Fig. 1: run 1, register map, names as in the netlist
The bar under the picture is 20 um long. Other sequential cells in the stronger gray, the rest of the logic in the fainter gray.
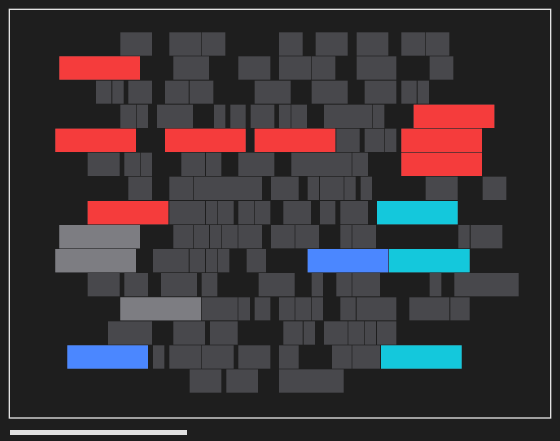
Fig. 2: run 1, logic cells by family
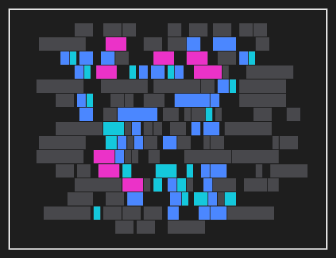
Fig. 3: run 1, layout detail
The bar under the picture is 10 um long. Window x 3 to 28, y 0 to 25 um. Cells in gray, sequential cells in the stronger gray; small squares are vias.
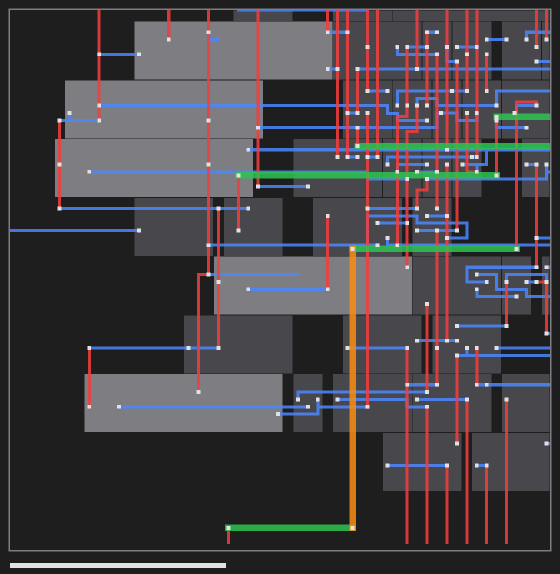
Fig. 4: run 1, routing congestion map
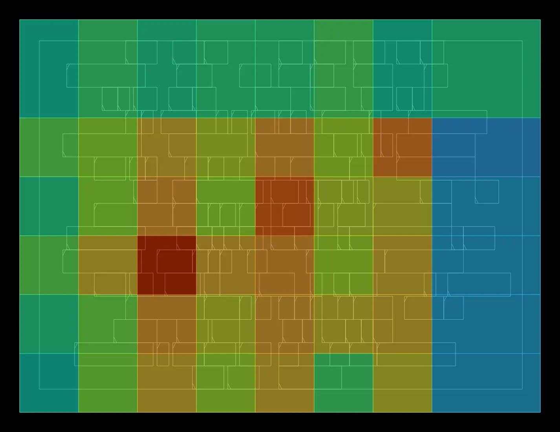
==> src/rtl/shift_seq_pkg.sv <==
// Shared types and defaults for the sequenced shift engine.
package shift_seq_pkg;
  localparam int WIDTH_DEF = 8;
  localparam int AMT_W_DEF = 3;

  typedef enum logic [2:0] {
    MODE_CLEAR = 3'd0,
    MODE_LOAD  = 3'd1,
    MODE_LSR   = 3'd2,
    MODE_LSL   = 3'd3,
    MODE_ASR   = 3'd4,
    MODE_SER   = 3'd5,
    MODE_ROR   = 3'd6,
    MODE_ROL   = 3'd7
  } mode_e;

  typedef enum logic [1:0] {
    ST_IDLE  = 2'd0,
    ST_SHIFT = 2'd1,
    ST_DONE  = 2'd2
  } state_e;
endpackage

==> src/rtl/shift_unit.sv <==
// One combinational shift step of the selected mode.
module shift_unit
  import shift_seq_pkg::*;
#(
  parameter int WIDTH = WIDTH_DEF
) (
  input  logic [WIDTH-1:0] q,
  input  mode_e            mode,
  input  logic             ser_in,
  output logic [WIDTH-1:0] nxt
);
  always_comb begin
    nxt = q;
    unique case (mode)
      MODE_LSR: nxt = {1'b0, q[WIDTH-1:1]};
      MODE_LSL: nxt = {q[WIDTH-2:0], 1'b0};
      MODE_ASR: nxt = {q[WIDTH-1], q[WIDTH-1:1]};
      MODE_SER: nxt = {ser_in, q[WIDTH-1:1]};
      MODE_ROR: nxt = {q[0], q[WIDTH-1:1]};
      MODE_ROL: nxt = {q[WIDTH-2:0], q[WIDTH-1]};
      default:  nxt = q;
    endcase
  end
endmodule

==> src/rtl/shift_seq.sv <==
// Command-driven shift sequencer: load at the start edge, then `amount` single-bit steps.
module shift_seq
  import shift_seq_pkg::*;
#(
  parameter int WIDTH = WIDTH_DEF,
  parameter int AMT_W = AMT_W_DEF
) (
  input  logic             clk,
  input  logic             rst,
  input  logic             start,
  input  logic [2:0]       mode,
  input  logic [WIDTH-1:0] din,
  input  logic [AMT_W-1:0] amount,
  input  logic             ser_in,
  output logic [WIDTH-1:0] q,
  output logic             busy,
  output logic             done
);
  state_e           state;
  mode_e            mode_r;
  logic [AMT_W-1:0] cnt;
  logic [WIDTH-1:0] step_q;
  mode_e            mode_in;

  assign mode_in = mode_e'(mode);

  shift_unit #(.WIDTH(WIDTH)) u_step (
    .q      (q),
    .mode   (mode_r),
    .ser_in (ser_in),
    .nxt    (step_q)
  );

  always_ff @(posedge clk or posedge rst) begin
    if (rst) begin
      state  <= ST_IDLE;
      mode_r <= MODE_CLEAR;
      cnt    <= '0;
      q      <= '0;
    end else begin
      unique case (state)
        ST_IDLE: if (start) begin
          q      <= (mode_in == MODE_CLEAR) ? '0 : din;
          mode_r <= mode_in;
          cnt    <= amount;
          // CLEAR/LOAD and zero-length shifts finish right after the load edge
          state  <= (mode_in >= MODE_LSR && amount != '0) ? ST_SHIFT : ST_DONE;
        end
        ST_SHIFT: begin
          q   <= step_q;
          cnt <= cnt - 1'b1;
          if (cnt == AMT_W'(1)) state <= ST_DONE;
        end
        ST_DONE: state <= ST_IDLE;
        default: state <= ST_IDLE;
      endcase
    end
  end

  assign busy = (state != ST_IDLE);
  assign done = (state == ST_DONE);
endmodule
==> config.mk <==
export PLATFORM = sky130hd
export DESIGN_NAME = shift_seq
export DESIGN_NICKNAME = d
export VERILOG_FILES = /design/src/rtl/shift_seq_pkg.sv /design/src/rtl/shift_unit.sv /design/src/rtl/shift_seq.sv
export SDC_FILE = /design/constraint.sdc
export NUM_CORES = 1
export LEC_CHECK = 0
export CORE_AREA = 2 2 59 44
export DETAILED_ROUTE_END_ITERATION = 16
export DIE_AREA = 0 0 61 46
export PLACE_DENSITY = 0.75
export SLEW_MARGIN = 15
export SYNTH_ARGS = -nofsm -noshare
export SYNTH_HDL_FRONTEND = slang
export SYNTH_SLANG_ARGS = --single-unit
==> constraint.sdc <==
create_clock -name clk -period 2.03 [get_ports clk]
set_clock_uncertainty 0.1 [all_clocks]
set_input_delay 0.406 -clock clk [delete_from_list [all_inputs] [get_ports clk]]
set_output_delay 0.406 -clock clk [all_outputs]
set_load 0.05 [all_outputs]
==> deck_impl_summary.md, run 1 <==
Run Summary

Outcome
  – Result of the run: complete, no violations

Final timing
  – Tightest slew margin relative to the limit: 0.607
  – RSZ-0062 raised after global routing: no
  – Total of endpoints with negative setup slack in the final report: 0

Floorplan
  – Core Util at FP: 0.437
  – Die Footprint: 2810 um^2
  – Die height: 46 um

Clock network
  – TritonCTS clock tree: built
  – Clock buffer count from CTS: 3
  – Deepest clock path buffer count: 2

Synth
  – XORs/XNORs by Area: 0
  – Mux area share: 0.0929
  – Number of enable flip-flop cells: 0
  – Sequential fraction of the synthesis area: 0.397

Power
  – P_leak: 0.000566 uW
  – Psw: 1170 uW
  – Switching power as a share of total power: 0.489
  – Power attributed to the clock group: 210 uW

Detailed routing
  – Routed WL per cell: 13.2 um
  – Drt pass-1 iters: 4

Place
  – Area post-placement: 1300 um^2

Flow run
  – Number of maximum-capacitance violations: 0

Global route
  – Global-route wire length before repair: 3.79 mm
  – Initial antenna violation count: 0

Critical path
  – Endpoint required time on the critical path: 1520 ps
  – CP Launch Point: state[0]$_DFFE_PP0P_
-- Fig. 1 (at the start) --
[red] q | flops: 8
[blue] state | flops: 2
[cyan] cnt | flops: 3
not colored: 3
Seq group: 682 uW
final core utilization: 0.580

-- Fig. 2 (at the start) --
[cyan] NOR gates | cells: 19
[blue] inverting AOI/OAI gates | cells: 33
[magenta] multiplexers | cells: 8
most common cell after layout, fill and taps aside: sky130_fd_sc_hd__clkdlybuf4s50_1
combinational share of cell area: 0.404
fin cells: 168

-- Fig. 3 (at the start) --
[green] metal 3
[orange] metal 4
[blue] metal 1
[red] metal 2
cells with their middle in the window: 34
most frequent: clkdlybuf4s50_1 (7), dfrtp_1 (5), o21ai_0 (4)
sequential cells in the window: 5
netlist names of flops here include: mode_r (3)

-- Fig. 4 (at the start) --
overall routing resource usage: 0.187
global-route track usage on met1: 0.289
met2 capacity usage during global routing: 0.262

[run 1: worst max-delay path, cell delays in order, from the launching register on]
cell and delay (ps):
sky130_fd_sc_hd__dfrtp_1 450, sky130_fd_sc_hd__buf_4 200, sky130_fd_sc_hd__or2_1 290, sky130_fd_sc_hd__buf_12 180
[run 1: metal layers]
layer	GRT usage	vias up	share of wire
met1	0.289	409	0.50
met3	0.0540	2	0.043
met4	0.0261	0	0.0054
met5	0	-	0
met2	0.262	16	0.45
li1	-	435	-
[run 1: area by class of cell]
cell class / instances / area, um^2 / share of cell area
multi-input combinational: 77 / 542 / 0.404
sequential: 16 / 400 / 0.299
timing repair buffer: 30 / 293 / 0.218
tap: 34 / 42.5 / 0.0317
clock buffer: 4 / 36.3 / 0.0271
inverter: 7 / 26.3 / 0.0196
[run 1: registers in the layout, indices dropped and copies added (netlist names)]
name    count
q           8
cnt         3
mode_r      3
state       2
[run 1: placed cells by master, fill, tap and decap left out, types with 3 or more instances in the layout]
cell type | netlist | routed
sky130_fd_sc_hd__nor2_1 | 11 | 11
sky130_fd_sc_hd__clkdlybuf4s50_1 | 0 | 17
sky130_fd_sc_hd__a22oi_1 | 5 | 5
sky130_fd_sc_hd__o21ai_0 | 7 | 7
sky130_fd_sc_hd__a31oi_1 | 3 | 3
sky130_fd_sc_hd__nor3_1 | 3 | 3
sky130_fd_sc_hd__dfrtp_1 | 16 | 16
sky130_fd_sc_hd__mux2_2 | 7 | 7
sky130_fd_sc_hd__nand2_1 | 6 | 6
sky130_fd_sc_hd__inv_1 | 7 | 7
sky130_fd_sc_hd__buf_4 | 1 | 11
sky130_fd_sc_hd__nand3_1 | 3 | 3
sky130_fd_sc_hd__a21oi_1 | 9 | 9
sky130_fd_sc_hd__clkbuf_4 | 0 | 3
==> run 2, diff against run 1 <==
- MAX_ROUTING_LAYER: unset -> met4
Fig. 5: run 2, routing congestion map
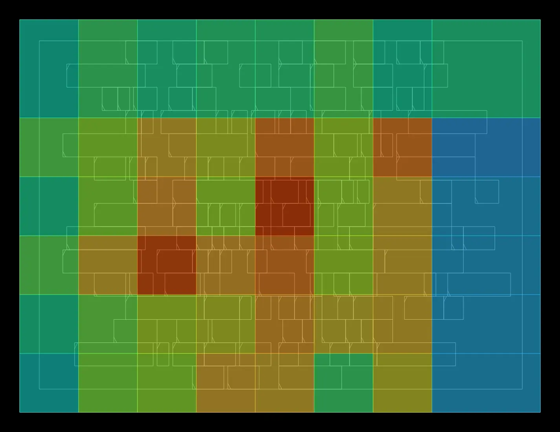
met3 track demand over resource: 0.0540
global routing's busiest layer: met1

==> deck_impl_summary.md, run 2 <==
Run Summary

Outcome
  – Result of the run: complete, no violations

Synth
  – Number of enable flip-flop cells: 0 (unchanged)
  – Sequential fraction of the synthesis area: 0.397 (unchanged)

Flow run
  – Number of maximum-capacitance violations: 0 (unchanged)

Cells and area
  – Number of flip-flops under the largest register name: 8 (unchanged)
  – Combinational share of cell area: 0.404 (unchanged)
  – Clock Buffer Count: 4 (unchanged)
  – MI comb area: 542 um^2 (unchanged)
  – Dominant kind of cell: multi-input combinational cells
  – Register fraction of the total cell area: 0.299 (unchanged)
  – Total area of sequential cells: 400 um^2 (unchanged)
  – Count of buffers not belonging to the clock network in the layout: 30 (unchanged)
  – Commonest cells after routing, fill and taps aside: 17 x sky130_fd_sc_hd__clkdlybuf4s50_1, 16 x sky130_fd_sc_hd__dfrtp_1, 11 x sky130_fd_sc_hd__nor2_1, 11 x sky130_fd_sc_hd__buf_4, 9 x sky130_fd_sc_hd__a21oi_1
  – Clock distribution area overhead in the final layout: 0.0271 (unchanged)
  – Count of flip-flops and latches: 16 (unchanged)
  – Non-clock buffers, area share: 0.218 (unchanged)
  – Largest registers ranked by flip-flop count: q x8, cnt x3, mode_r x3
  – Nonclk inv count: 7 (unchanged)
  – MI comb cells: 77 (unchanged)
  – Most common cell after layout, fill and taps aside: sky130_fd_sc_hd__clkdlybuf4s50_1
  – Largest reg by FF count: q

Detailed routing
  – Met1 Routed Length: 1.12 mm (+0.18%)
  – Drt pass-1 iters: 4 (unchanged)
  – Routed WL per cell: 13.3 um (+0.59%)
  – Met3 wire len: 95 um (-1.0%)
  – Top metal layer carrying routed signals: met4
  – Detail Route met2 WL: 999 um (+1.2%)

Floorplan
  – Tap cell count: 34 (unchanged)
  – Die height: 46 um (unchanged)
  – Core Util at FP: 0.437 (unchanged)

Clock network
  – Deepest clock path buffer count: 2 (unchanged)
  – TritonCTS clock tree: built

Place
  – Area post-placement: 1300 um^2 (unchanged)

Global route
  – Initial antenna violation count: 0 (unchanged)

Power
  – P_leak: 0.000566 uW (unchanged)
  – Switching power as a share of total power: 0.490 (about the same)
  – Psw: 1170 uW (+0.16%)

Critical path
  – CP max stage cell: sky130_fd_sc_hd__dfrtp_1
  – Cell breakdown of the critical path: buf_4 > or2_1 > buf_12
  – Worst Path Buf+Inv: 2 (unchanged)
  – Maximum cell stage delay along the critical path: 440 ps (about the same)
  – Endpoint required time on the critical path: 1520 ps (about the same)

Final timing
  – RSZ-0062 raised after global routing: no
  – Total of endpoints with negative setup slack in the final report: 0 (unchanged)
run 2: cell counts after synthesis:
No cell type changed its count.
run 2: through the flow:
step / util / setup slack [ps] / hold WS, ps / instances
2_1_floorplan: - / 298 / 220 / 104
3_3_place_gp: 0.565 / 196 / 397 / 164
3_5_place_dp: 0.565 / 130 / 409 / 164
4_1_cts: 0.580 / 124 / 408 / 168
5_1_grt: 0.580 / 74.7 / 424 / 168
6_report: 0.580 / 121 / 367 / 168
run 2: power by group through the flow:
stage | Clock (uW) | Combinational (uW) | Sequential [uW]
floorplan | 0 | 903 | 896
global placement | 0 | 1480 | 678
detailed placement | 0 | 1510 | 686
CTS | 215 | 1520 | 680
global route | 234 | 1640 | 714
finish | 211 | 1500 | 684
run 2: per-layer routing:
layer	vias to the layer above	global-route usage
li1	436	-
met5	-	-
met4	0	0.0261
met2	17	0.262
met3	2	0.0540
met1	406	0.293
run 2: worst min path at each step:
stage,startpoint,endpoint,slack (ps),cells after the start
3_5_place_dp,cnt[2]$_DFFE_PP0P_,cnt[2]$_DFFE_PP0P_,410,1
6_report,rst,q[0]$_DFFE_PP0P_,370,2
3_3_place_gp,cnt[2]$_DFFE_PP0P_,cnt[2]$_DFFE_PP0P_,400,1
2_1_floorplan,rst,cnt[0]$_DFFE_PP0P_,220,1
4_1_cts,rst,cnt[1]$_DFFE_PP0P_,410,2
5_1_grt,rst,cnt[1]$_DFFE_PP0P_,420,2
run 2: cells by family after synthesis:
family | share of synthesized area
simple gates | 0.183
compound gates | 0.235
flops | 0.397
mux | 0.0929
buf+inv | 0.0669
fa+ha+maj | 0.0248
Power figures rest on the tool's default switching activity, not on a simulated workload.
